## config.mk

```make
export PLATFORM = sky130hd
export DESIGN_NAME = bundle_reader
export DESIGN_NICKNAME = d
export VERILOG_FILES = /design/src/rtl/bundle_reader_pkg.sv /design/src/rtl/bundle_reader_serializer.sv /design/src/rtl/bundle_reader.sv
export SDC_FILE = /design/constraint.sdc
export NUM_CORES = 1
export LEC_CHECK = 0
export CAP_MARGIN = 5
export CORE_MARGIN = 8
export CORE_UTILIZATION = 32
export CTS_BUF_LIST = sky130_fd_sc_hd__clkbuf_4
export DETAILED_ROUTE_END_ITERATION = 8
export SYNTH_ARGS = -nofsm -noshare
export SYNTH_HDL_FRONTEND = slang
export SYNTH_SLANG_ARGS = --single-unit
export TNS_END_PERCENT = 100
```

## constraint.sdc

```tcl
create_clock -name clk -period 4.69 [get_ports clk]
set_input_delay 0.7035 -clock clk [delete_from_list [all_inputs] [get_ports clk]]
set_output_delay 0.7035 -clock clk [all_outputs]
set_load 0.005 [all_outputs]
```

## src/rtl/bundle_reader_pkg.sv

```systemverilog
// bundle_reader_pkg
// Shared definitions for the bundle reader slice: the controller state
// encoding, the width of one result word, and the default number of cycles
// the counter array needs before its sign bits settle after the last store.
package bundle_reader_pkg;

  localparam int WORD_W      = 32;
  localparam int LAT_DEFAULT = 3;

  typedef enum logic [2:0] {
    IDLE  = 3'd0,
    CLEAR = 3'd1,
    ACCUM = 3'd2,
    DRAIN = 3'd3,
    SEND  = 3'd4
  } state_e;

endpackage

```

## src/rtl/bundle_reader_serializer.sv

```systemverilog
// sign_word_serializer
// Holds a snapshot of the counter sign bits and streams it out as
// DIM/WORD_W words, lowest word first, over a valid/ready handshake.
// Ports:
//   clk, rst_n   clock, asynchronous active-low reset
//   capture_i    load bits_i and start streaming from word 0
//   bits_i       sign bits to snapshot
//   ready_i      consumer accepts the current word
//   data_o       current word (zero when no word is offered)
//   valid_o      a word is offered
//   last_o       the offered word is the final one
//   done_o       the final word transfers this cycle
module sign_word_serializer
  import bundle_reader_pkg::*;
#(
  parameter int DIM = 64
) (
  input  logic              clk,
  input  logic              rst_n,
  input  logic              capture_i,
  input  logic [DIM-1:0]    bits_i,
  input  logic              ready_i,
  output logic [WORD_W-1:0] data_o,
  output logic              valid_o,
  output logic              last_o,
  output logic              done_o
);

  localparam int NW = DIM / WORD_W;
  localparam int IW = (NW > 1) ? $clog2(NW) : 1;

  logic [DIM-1:0] cap_q;
  logic [IW-1:0]  idx_q;
  logic           valid_q;
  logic           xfer;
  logic           atLast;

  assign xfer   = valid_q && ready_i;
  assign atLast = (idx_q == IW'(NW - 1));

  // The index only advances on an accepted word, so data stays put while
  // the consumer stalls.
  always_ff @(posedge clk or negedge rst_n) begin
    if (!rst_n) begin
      cap_q   <= '0;
      idx_q   <= '0;
      valid_q <= 1'b0;
    end else if (capture_i) begin
      cap_q   <= bits_i;
      idx_q   <= '0;
      valid_q <= 1'b1;
    end else if (xfer) begin
      if (atLast) begin
        valid_q <= 1'b0;
        idx_q   <= '0;
      end else begin
        idx_q <= idx_q + IW'(1);
      end
    end
  end

  assign data_o  = valid_q ? cap_q[int'(idx_q) * WORD_W +: WORD_W] : '0;
  assign valid_o = valid_q;
  assign last_o  = valid_q && atLast;
  assign done_o  = xfer && atLast;

endmodule

```

## src/rtl/bundle_reader.sv

```systemverilog
// bundle_reader
// Sequences one bundling job on an external counter array: clears the
// counters, counts the store strobes of the job, waits for the sign bits to
// settle, snapshots them and streams them out as 32-bit words.
// Ports:
//   clk, rst_n                 clock, asynchronous active-low reset
//   start                      one-cycle job start pulse
//   store_num, even_in,        job parameters, sampled on start
//   rand_in
//   store_any                  some core stored this cycle
//   sign_bits                  sign bits of the counter array
//   ctr_rst/ctr_even/ctr_rand  counter clear and tie-break controls
//   busy                       a job is in progress
//   dout_*                     result word stream
//   err                        sticky protocol error
module bundle_reader
  import bundle_reader_pkg::*;
#(
  parameter int DIM   = 64,
  parameter int CNT_W = 32,
  parameter int LAT   = LAT_DEFAULT
) (
  input  logic              clk,
  input  logic              rst_n,
  input  logic              start,
  input  logic [CNT_W-1:0]  store_num,
  input  logic              even_in,
  input  logic              rand_in,
  input  logic              store_any,
  input  logic [DIM-1:0]    sign_bits,
  output logic              ctr_rst,
  output logic              ctr_even,
  output logic              ctr_rand,
  output logic              busy,
  output logic [WORD_W-1:0] dout_data,
  output logic              dout_valid,
  output logic              dout_last,
  input  logic              dout_ready,
  output logic              err
);

  localparam int DW = (LAT > 1) ? $clog2(LAT) : 1;

  state_e           state_q, state_d;
  logic [CNT_W-1:0] cnt_q, cnt_d, num_q, num_d, cntInc;
  logic [DW-1:0]    drain_q, drain_d;
  logic             even_q, even_d, rand_q, rand_d, err_q, err_d;
  logic             capture, sendDone;

  always_ff @(posedge clk or negedge rst_n) begin
    if (!rst_n) begin
      state_q <= IDLE;
      cnt_q   <= '0;
      num_q   <= '0;
      drain_q <= '0;
      even_q  <= 1'b0;
      rand_q  <= 1'b0;
      err_q   <= 1'b0;
    end else begin
      state_q <= state_d;
      cnt_q   <= cnt_d;
      num_q   <= num_d;
      drain_q <= drain_d;
      even_q  <= even_d;
      rand_q  <= rand_d;
      err_q   <= err_d;
    end
  end

  assign cntInc = cnt_q + CNT_W'(1);

  // A store counts only in ACCUM, or in CLEAR as the first store of a
  // non-empty job; everywhere else it is a protocol error. The counter never
  // wraps because ACCUM is left on the very store that reaches store_num.
  always_comb begin
    state_d  = state_q;
    cnt_d    = cnt_q;
    num_d    = num_q;
    drain_d  = drain_q;
    even_d   = even_q;
    rand_d   = rand_q;
    err_d    = err_q;
    capture  = 1'b0;
    ctr_rst  = 1'b0;
    ctr_even = 1'b0;
    ctr_rand = 1'b0;
    if (start && state_q != IDLE) err_d = 1'b1;
    case (state_q)
      IDLE: begin
        if (store_any) err_d = 1'b1;
        if (start) begin
          num_d   = store_num;
          even_d  = even_in;
          rand_d  = rand_in;
          cnt_d   = '0;
          state_d = CLEAR;
        end
      end
      CLEAR: begin
        ctr_rst  = 1'b1;
        ctr_even = even_q;
        ctr_rand = rand_q;
        drain_d  = '0;
        if (num_q == '0) begin
          if (store_any) err_d = 1'b1;
          state_d = DRAIN;
        end else if (store_any) begin
          cnt_d   = cntInc;
          state_d = (cntInc == num_q) ? DRAIN : ACCUM;
        end else begin
          state_d = ACCUM;
        end
      end
      ACCUM: begin
        drain_d = '0;
        if (store_any) begin
          cnt_d = cntInc;
          if (cntInc == num_q) state_d = DRAIN;
        end
      end
      DRAIN: begin
        if (store_any) err_d = 1'b1;
        // The LAT-th cycle after the last store is the first with settled
        // sign bits; the snapshot is taken at the end of it.
        if (drain_q == DW'(LAT - 1)) begin
          capture = 1'b1;
          state_d = SEND;
        end else begin
          drain_d = drain_q + DW'(1);
        end
      end
      SEND: begin
        if (store_any) err_d = 1'b1;
        if (sendDone) state_d = IDLE;
      end
      default: state_d = IDLE;
    endcase
  end

  assign busy = (state_q != IDLE);
  assign err  = err_q;

  sign_word_serializer #(
    .DIM(DIM)
  ) u_ser (
    .clk       (clk),
    .rst_n     (rst_n),
    .capture_i (capture),
    .bits_i    (sign_bits),
    .ready_i   (dout_ready),
    .data_o    (dout_data),
    .valid_o   (dout_valid),
    .last_o    (dout_last),
    .done_o    (sendDone)
  );

endmodule

```

==> results_slide.txt, run 1 <==
Synthesis and Place & Route Summary

Global routing
  • First-pass GRT wire length: approximately 32 mm
  • Largest net degree at the start of global routing: 68
  • Grt total ovfl: 0
  • Number of global-route vias before repair: 5861
  • Tot GR Track Use: 14.2%
  • Initial antenna violation count: 1

Finish
  • Finished Cell Area: roughly 9300 um2
  • Layout Cells excl Fill: about 1100
  • FILL cells: between 2000 and 2500
  • Area Growth Syn to Fin: 25.4%
  • Proportion of layout cells with a drive suffix above 1: 18.2%
  • Top cells excl fill/tap: clkdlybuf4s50_1 (140), dfrtp_1 (137), mux2_2 (98), o21ai_0 (53), nand2_1 (41)
  • Most frequent logic cell in the layout: clkdlybuf4s50_1
  • Nets: 915

Run
  • Tally of OpenROAD warnings: 26
  • Number of max-cap violations: 0

Setup path
  • Critical path cell sequence: mux2i_1 -> nor2b_1 -> clkdlybuf4s50_1
  • Crit path max fanout: 35
  • CP Capture Type: primary output
  • Critical path launch point: u_ser.atLast
  • Slowest-stage cell, CP: dfrtp_2
  • Slowest stage delay, CP: approximately 1.1 ns
  • CP Class: reg2out
  • Req. time, crit path: 3.99 ns
  • RR Startpoint: cnt_q[0]
  • Worst endpoint data arrival time: between 2 and 3 ns
  • Startpoint types: flop

Clocking
  • Post-CTS Repair Setup Buffers: 0
  • CTS root buf: clkbuf_4
  • Worst-path clk slew: between 0.1 and 0.15 ns
  • Total CTS buffers: 17
  • Max Root-Sink Buffers: 2
  • H-tree levels: 4
  • Clock latency on the worst-skew pair: 0.57 ns
  • CTS sink count: 138
  • CTS tree: yes
  • Post-CTS sizing: 0
  • CTS Hold Bufs: 0

Logic synthesis
  • Synthesis Warnings: 0
  • Unique masters post-synth: approximately 57
  • Area leader share: a little under half
  • Async SR Flop Fraction: 100%
  • Sequential area share after synthesis: approximately 47%
  • Yosys chip area: about 7400 um2
  • Number of enable flip-flop cells: 0
  • Synth area leader: dfrtp_1
  • Cell area leaders: dfrtp_1 (47%), mux2_2 (15%), mux2i_1 (4.9%)
  • Post-Syn Instances: approximately 690
  • Syn Nets: 795
  • Yosys reg bits: around 140
  • Top_reg_cell synth: dfrtp_1
  • Yosys stat cell total: ~690
  • Mapped cell area: approximately 7400 um2
  • Mean Syn Cell Area: around 11 um2

STA
  • Fmax: a little over 300 MHz
  • Tightest Pin Transition: roughly 1.1 ns
  • Period utilisation layout: between 70 and 80%
  • RSZ-0062 raised after global routing: false
  • Final setup TNS: 0 ns
  • Final setup skew: between 0.02 and 0.03 ns
  • Fin. Hold Viols: 0
  • Slew HR: ~27%
  • Final setup viols: 0
  • Fin worst setup slack: approximately 1.4 ns
  • Fin. max-slew vios: 0
  • Tmin final: between 3 and 4 ns

Placement
  • Placed cell count: approximately 1100
  • Place WS: around 1.7 ns
  • GP Congestion: slightly below 0.9
  • PortBufs: around 140
  • DP HPWL: around 14 mm
  • Placed inst area: around 9000 um2

Power
  • PwrDens: around 440 nW/um2
  • LEAKAGE: approximately 0.0036 uW

Run status
  • Outcome: completed

Min path
  • Worst hold path type: in2async

Drt
  • Vias/cell: 5.09
  • DR vias: 5641
  • Starting DRT DRC Count: 261
  • DR pass1 iterations: 5
  • Post-DRT Antenna Nets: 0
  • DRC: 0

Die
  • IO Pins: ~140
  • Row Count: approximately 55
  • Pre-Place Util: around 33%
  • Die ar.: 28300 um2
[run 1: final cells by class]
type / count / area (um2) / share of cell area (%)
clock inverter: 14 / 134 / 1.44
inverter: 6 / 22.5 / 0.242
multi-input combinational: 501 / 3750 / 40.3
timing repair buffer: 146 / 1450 / 15.6
sequential: 138 / 3450 / 37.1
clock buffer: 18 / 135 / 1.45
antenna: 1 / 2.50 / 0.0269
tap: 285 / 357 / 3.83
[run 1: worst max-delay path, delay by kind of cell, from the launching register on]
family,cells,cell delay (ns)
flip-flops,1,1.11
buffers and inverters,1,0.54
AND/OR/NAND/NOR,1,0.23
multiplexers,1,0.17
[run 1: stage by stage]
step | total power [uW] | utilization (%) | hold slack (ns)
2_1_floorplan | 2920 | - | 0.408
3_3_place_gp | 3410 | 39.8 | 0.478
3_5_place_dp | 3430 | 39.8 | 0.476
4_1_cts | 4200 | 41.0 | 0.0793
5_1_grt | 4450 | 41.0 | 0.0842
6_report | 4130 | 41.0 | 0.104
[run 1: logic make-up after synthesis]
group	after synthesis	share of synthesized area (%)
AOI/OAI and AO/OA	104	8.51
buffers and inverters	51	3.03
xor gates and xnor gates	50	5.90
and+or+nand+nor	211	16.0
muxes	134	19.7
DFF	138	46.5
adders and majority gates	2	0.337
[run 1: synth_stat cells, types with 6 or more instances]
cell type,n
dfrtp_1,138
nand4_1,10
xnor2_1,33
nand2_1,41
nor2_1,33
nor3_1,13
o21ai_0,53
a21oi_1,15
xor2_1,17
inv_1,6
and3_1,9
nand3_1,20
nor2b_1,34
buf_2,12
mux2i_1,36
mux2_2,98
o31ai_1,15
and4_1,6
clkbuf_1,22
nor4_1,16
[run 1: state kept, by name (all words and copies together), names as in the netlist]
register	count
u_ser.cap_q	64
state_q	3
num_q	32
u_ser.valid_o	1
rand_q	1
u_ser.atLast	1
cnt_q	32
even_q	1
err	1
drain_q	2
[run 1: per-layer routing]
metal  up-vias  share of wire [%]  routed length (um)  GRT usage, %
met5         -                  0                   0             0
met4         0                1.5                 287          3.49
met3        18                7.7                1530          6.10
met2       140                 48                9470          23.1
met1      2765                 43                8500          17.1
li1       2718                  -                   -             -
[run 1: path summary, 6_finish.rpt]
| check | endpoint | slack (ns) | cells past startpoint |
|---|---|---|---|
| worst max-delay path | dout_data[29] | 1.38 | 3 |
| worst min-delay path | num_q[8] | 0.10 | 1 |
| worst max register to register | state_q[0] | 1.73 | 9 |
| worst min register to register | err | 0.50 | 2 |
| max in group asynchronous | u_ser.cap_q[0] | 3.58 | 2 |
| min in group clk | err | 0.50 | 2 |
[run 1: where the power goes]
group          switching [uW]  internal, uW
registers                 406          1500
logic                     705           771
clock network             516           238
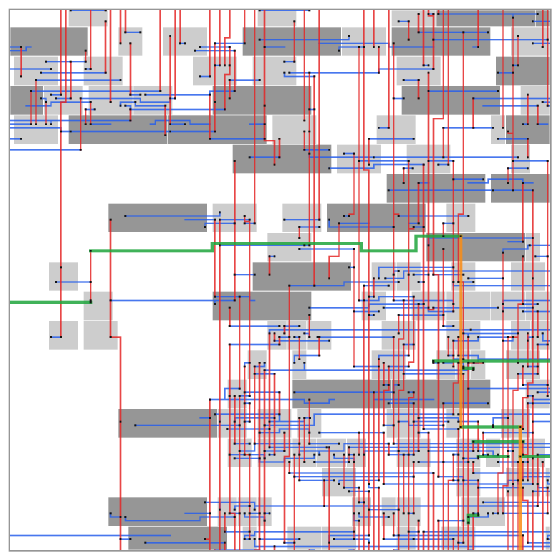
Fig. 1. Layout detail (run 1).
Region (59, 93) to (109, 143) um. Cells in grey, sequential cells in the stronger grey; small squares are vias.
legend:
  M1:
    colour: blue
  M2:
    colour: red
  M3:
    colour: green
  M4:
    colour: orange
cells with their middle in the window: 109
sequential cells in the window: 22
netlist names of flops here include: num_q (11), cnt_q (7), u_ser.cap_q (3)
most frequent: dfrtp_1 (22), mux2_2 (16), o21ai_0 (9)

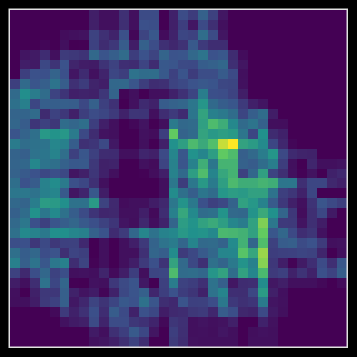
Fig. 2. Wiring heat map (run 1).
(2 px per um) 34 x 34 tiles, from dark purple (low) to yellow (high), scaled to the fullest tile. Values are wire area over tile area, all layers added.
mean over tiles: 0.11
tiles over half the peak: 7.6%
densest ninth of the die: middle
fullest tile: 0.60
emptiest ninth of the die: top right
WL final: 19.8 mm
drt wl/cell: 17.8 um

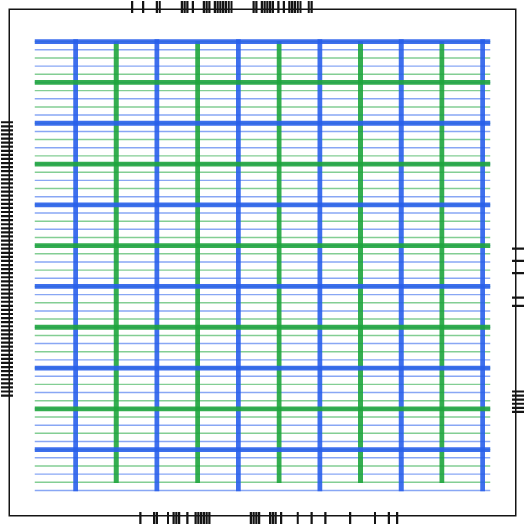
Fig. 3. Supply network (run 1).
(3 px per um) Pins as bars on the die edge.
legend:
  VDD:
    colour: green
  VSS:
    colour: blue
rows: 55
signal pins: 142
met5 straps: 11
Max IR drop VDD: 216 uV
Chip Height: 168 um
core area: 22700 um2
chip width: 168 um

Fig. 4: run 1, cell sizes after repair
(1.5 px per um)
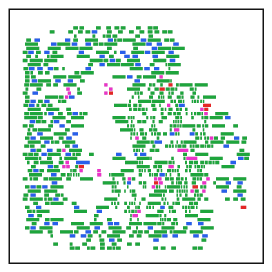

## Run 2: what changed since run 1
- clock period: 4.69 -> 3.4 ns (I/O delays scaled with it)
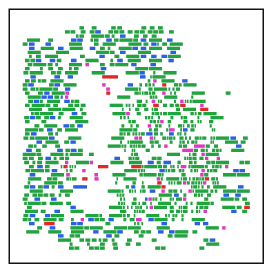
Fig. 5. Cell sizes after repair (run 2).
(1.5 px per um)
legend:
  x2:
    colour: blue
    cells: 108
  x1 and smaller:
    colour: green
    cells: 675
  x3 and x4:
    colour: magenta
    cells: 45
  x6 and larger:
    colour: red
    cells: 15
Plain + repair buffers: 166
fin worst setup slack: 0.404 ns

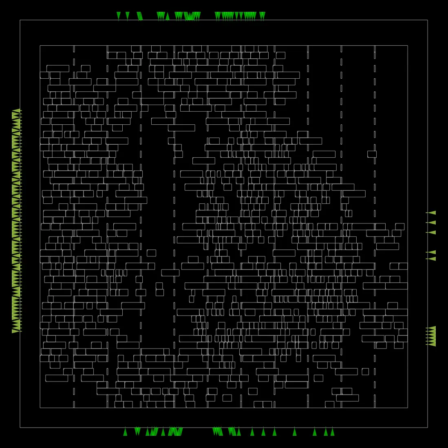
Fig. 6. Placement view (run 2).
FILL cells: 2219
Row Count: 55
Seq/total area: 36.3%
sequential cell count: 138
Util after Layout: 41.9%

==> run 2 against run 1 <==
Against the previous run: first-iteration DRC count rose by 34%; cell count increased by 2.0%; routed wire length increased by 4.5%; synthesized cell count unchanged; sequential power grew 37%; critical path type unchanged; combinational power increased by 46%; clock-buffer cell count fell by 1; via count increased by 2.7%; highest routed layer unchanged.
==> results_slide.txt, run 2 <==
Synthesis and Place & Route Summary

Power
  • Comb pwr share: 36.7% (was 35.7%)
  • Clock power share: 19.0% (was 18.2%)
  • LEAKAGE: 0.00378 uW (was 0.00365 uW)
  • Internal: 3560 uW (was 2510 uW)
  • Sw Ratio: 39.4% (was 39.3%)
  • Max IR drop VDD: 271 uV (was 216 uV)
  • Psw: 2310 uW (was 1630 uW)
  • Pwr Total: 5880 uW (was 4130 uW)
  • PwrDens: 617 nW/um2 (was 444 nW/um2)
  • Sequential Power Share: 44.2% (was 46.1%)

Logic synthesis
  • Cell area leaders: dfrtp_1 (47%), mux2_2 (15%), mux2i_1 (4.9%) (unchanged)
  • Post-Syn Instances: 690 (unchanged)
  • Top_reg_cell synth: dfrtp_1 (unchanged)
  • Number of enable flip-flop cells: 0 (unchanged)
  • Sequential area share after synthesis: 46.5% (unchanged)
  • Synth cell count leaders: dfrtp_1 (138), mux2_2 (98), o21ai_0 (53), nand2_1 (41), mux2i_1 (36) (unchanged)
  • Area leader share: 46.5% (unchanged)
  • Yosys chip area: 7420 um2 (unchanged)
  • Syn Nets: 795 (unchanged)
  • Yosys stat cell total: 690 (unchanged)
  • Mapped cell area: 7420 um2 (unchanged)
  • Unique masters post-synth: 57 (unchanged)
  • Synthesis Warnings: 0 (unchanged)
  • Mean Syn Cell Area: 10.8 um2 (unchanged)
  • Synth area leader: dfrtp_1 (unchanged)
  • Most frequent cell after synthesis: dfrtp_1 (unchanged)

Finish
  • Proportion of layout cells with a drive suffix above 1: 19.9% (was 18.2%)
  • Logic area: 3750 um2 (unchanged)
  • Largest reg by FF count: u_ser.cap_q (unchanged)
  • Max reg flops: 64 (unchanged)
  • Area Growth Syn to Fin: 28.3% (was 25.4%)
  • Most frequent logic cell in the layout: clkdlybuf4s50_1 (unchanged)
  • Top cells excl fill/tap: clkdlybuf4s50_1 (140), dfrtp_1 (137), mux2_2 (98), o21ai_0 (53), nand2_1 (41) (unchanged)
  • Nets: 935 (was 915)
  • Layout Cells excl Fill: 1131 (was 1109)

Setup path
  • CP Class: reg2out (unchanged)
  • Startpoint types: flop (unchanged)
  • Worst endpoint data arrival time: 2.49 ns (was 2.60 ns)
  • RR Startpoint: cnt_q[0] (unchanged)
  • R2R Setup Slk: 0.57 ns (was 1.73 ns)
  • CP Capture Type: primary output (unchanged)
  • R2R Path End: state_q[0] (unchanged)
  • Crit path max fanout: 27 (was 35)
  • FF-to-FF path depth: 10 (was 9)

Clocking
  • Clock latency on the worst-skew pair: 0.55 ns (was 0.57 ns)
  • CTS Hold Bufs: 1 (was 0)
  • Worst-path clk slew: 0.14 ns (about the same)
  • H-tree levels: 4 (unchanged)
  • CTS sink count: 138 (unchanged)
  • CTS root buf: clkbuf_4 (unchanged)
  • Max Root-Sink Buffers: 2 (unchanged)
  • Post-CTS Repair Setup Buffers: 0 (unchanged)
  • Total CTS buffers: 17 (unchanged)

Global routing
  • Grt total ovfl: 0 (unchanged)
  • First-pass GRT wire length: 33.7 mm (was 32.3 mm)
  • Tot GR Track Use: 14.8% (was 14.2%)
  • Number of global-route vias before repair: 6076 (was 5861)
  • Initial antenna violation count: 1 (unchanged)
  • Largest net degree at the start of global routing: 59 (was 68)

Drt
  • Drt wl/cell: 18.3 um (was 17.8 um)
  • Post-DRT Antenna Nets: 0 (unchanged)
  • DR pass1 iterations: 5 (unchanged)
  • DRC: 0 (unchanged)
  • DR vias: 5793 (was 5641)
  • WL final: 20.7 mm (was 19.8 mm)
  • Starting DRT DRC Count: 351 (was 261)
  • Vias/cell: 5.12 (was 5.09)

Run
  • Tally of OpenROAD warnings: 26 (unchanged)
  • Number of max-cap violations: 0 (unchanged)

STA
  • Slew HR: 36.6% (was 27.4%)
  • Final setup viols: 0 (unchanged)
  • Final setup skew: 0.0294 ns (was 0.0286 ns)
  • Tightest Pin Transition: 0.948 ns (was 1.09 ns)
  • Period utilisation layout: 88.1%
  • Fmax: ~330 MHz
  • Fin. Hold Viols: 0 (unchanged)
  • Final setup TNS: 0 ns (unchanged)

Die
  • IO Pins: 142 (unchanged)
  • Chip Height: 168 um (unchanged)
  • Core area: 22700 um2 (unchanged)
  • Pre-Place Util: 32.7% (unchanged)
  • Chip width: 168 um (unchanged)

Min path
  • Worst hold path type: in2async (unchanged)

Run status
  • Outcome: completed (unchanged)

Placement
  • PortBufs: 141 (unchanged)
  • Placed cell count: 1095 (was 1076)
  • Place WS: 0.620 ns (was 1.74 ns)
  • GP Congestion: 0.870 (was 0.883)
  • DP HPWL: 14.9 mm (was 14.3 mm)
[run 2: cell count changes in the layout (fill, tap and decap cells not counted), sizes merged, moves of 2 or more]
| cell | change |
|---|---|
| buf | +19 |
| inv | +2 |
| diode | +2 |
| clkinvlp | -2 |
[run 2: metal layers]
metal | wire length, um | global-route usage (%) | vias to the layer above | share of wire (%)
met5 | 0 | 0 | - | 0
met4 | 281 | 3.73 | 0 | 1.4
met3 | 1530 | 5.59 | 19 | 7.4
met2 | 9910 | 24.3 | 167 | 48
met1 | 8950 | 18.0 | 2848 | 43
li1 | - | - | 2759 | -
[run 2: kinds of logic after synthesis]
logic type      after synthesis  share of synthesized area, %
xor+xnor                     50                          5.90
flops                       138                          46.5
simple gates                211                          16.0
compound gates              104                          8.51
fa+ha+maj                     2                         0.337
buf+inv                      51                          3.03
mux                         134                          19.7
[run 2: worst max path at each step]
| stage | end | depth (start not counted) |
|---|---|---|
| 6_report | dout_data[6] | 4 |
| 3_3_place_gp | state_q[0] | 10 |
| 5_1_grt | dout_data[28] | 4 |
| 4_1_cts | dout_data[6] | 4 |
| 3_5_place_dp | state_q[0] | 10 |
| 2_1_floorplan | state_q[0] | 9 |
[run 2: worst max-delay path, stage by stage, from the launching register on]
cell and delay [ns]:
dfrtp_2 0.91, buf_4 0.29, mux2i_1 0.08, nor2b_1 0.13, clkdlybuf4s50_1 0.52
[run 2: per-stage QoR]
| stage | cell area [um2] | hold slack, ns | util (%) |
|---|---|---|---|
| after global routing | 9520 | 0.469 | 41.9 |
| final | 9520 | 0.482 | 41.9 |
| after CTS | 9510 | 0.453 | 41.9 |
| after detailed placement | 9220 | 0.475 | 40.6 |
| after floorplan | 7420 | 0.214 | - |
| after global placement | 9220 | 0.471 | 40.6 |
[run 2: power groups by stage]
stage | combinational, uW | clock [uW] | sequential (uW)
finish | 2160 | 1120 | 2600
global placement | 2150 | 0 | 2630
floorplan | 1680 | 0 | 2350
CTS | 2180 | 1170 | 2610
global route | 2400 | 1230 | 2670
detailed placement | 2170 | 0 | 2640
[run 2: area by class of cell]
cell class | instances | area share [%]
flip-flops and latches | 138 | 36.3
well taps | 285 | 3.75
inverters | 6 | 0.237
diodes | 3 | 0.0788
repair buffers | 166 | 17.2
multi-input cells | 501 | 39.4
clock inverters | 15 | 1.66
clock buffers | 17 | 1.34
Power figures rest on the tool's default switching activity, not on a simulated workload.
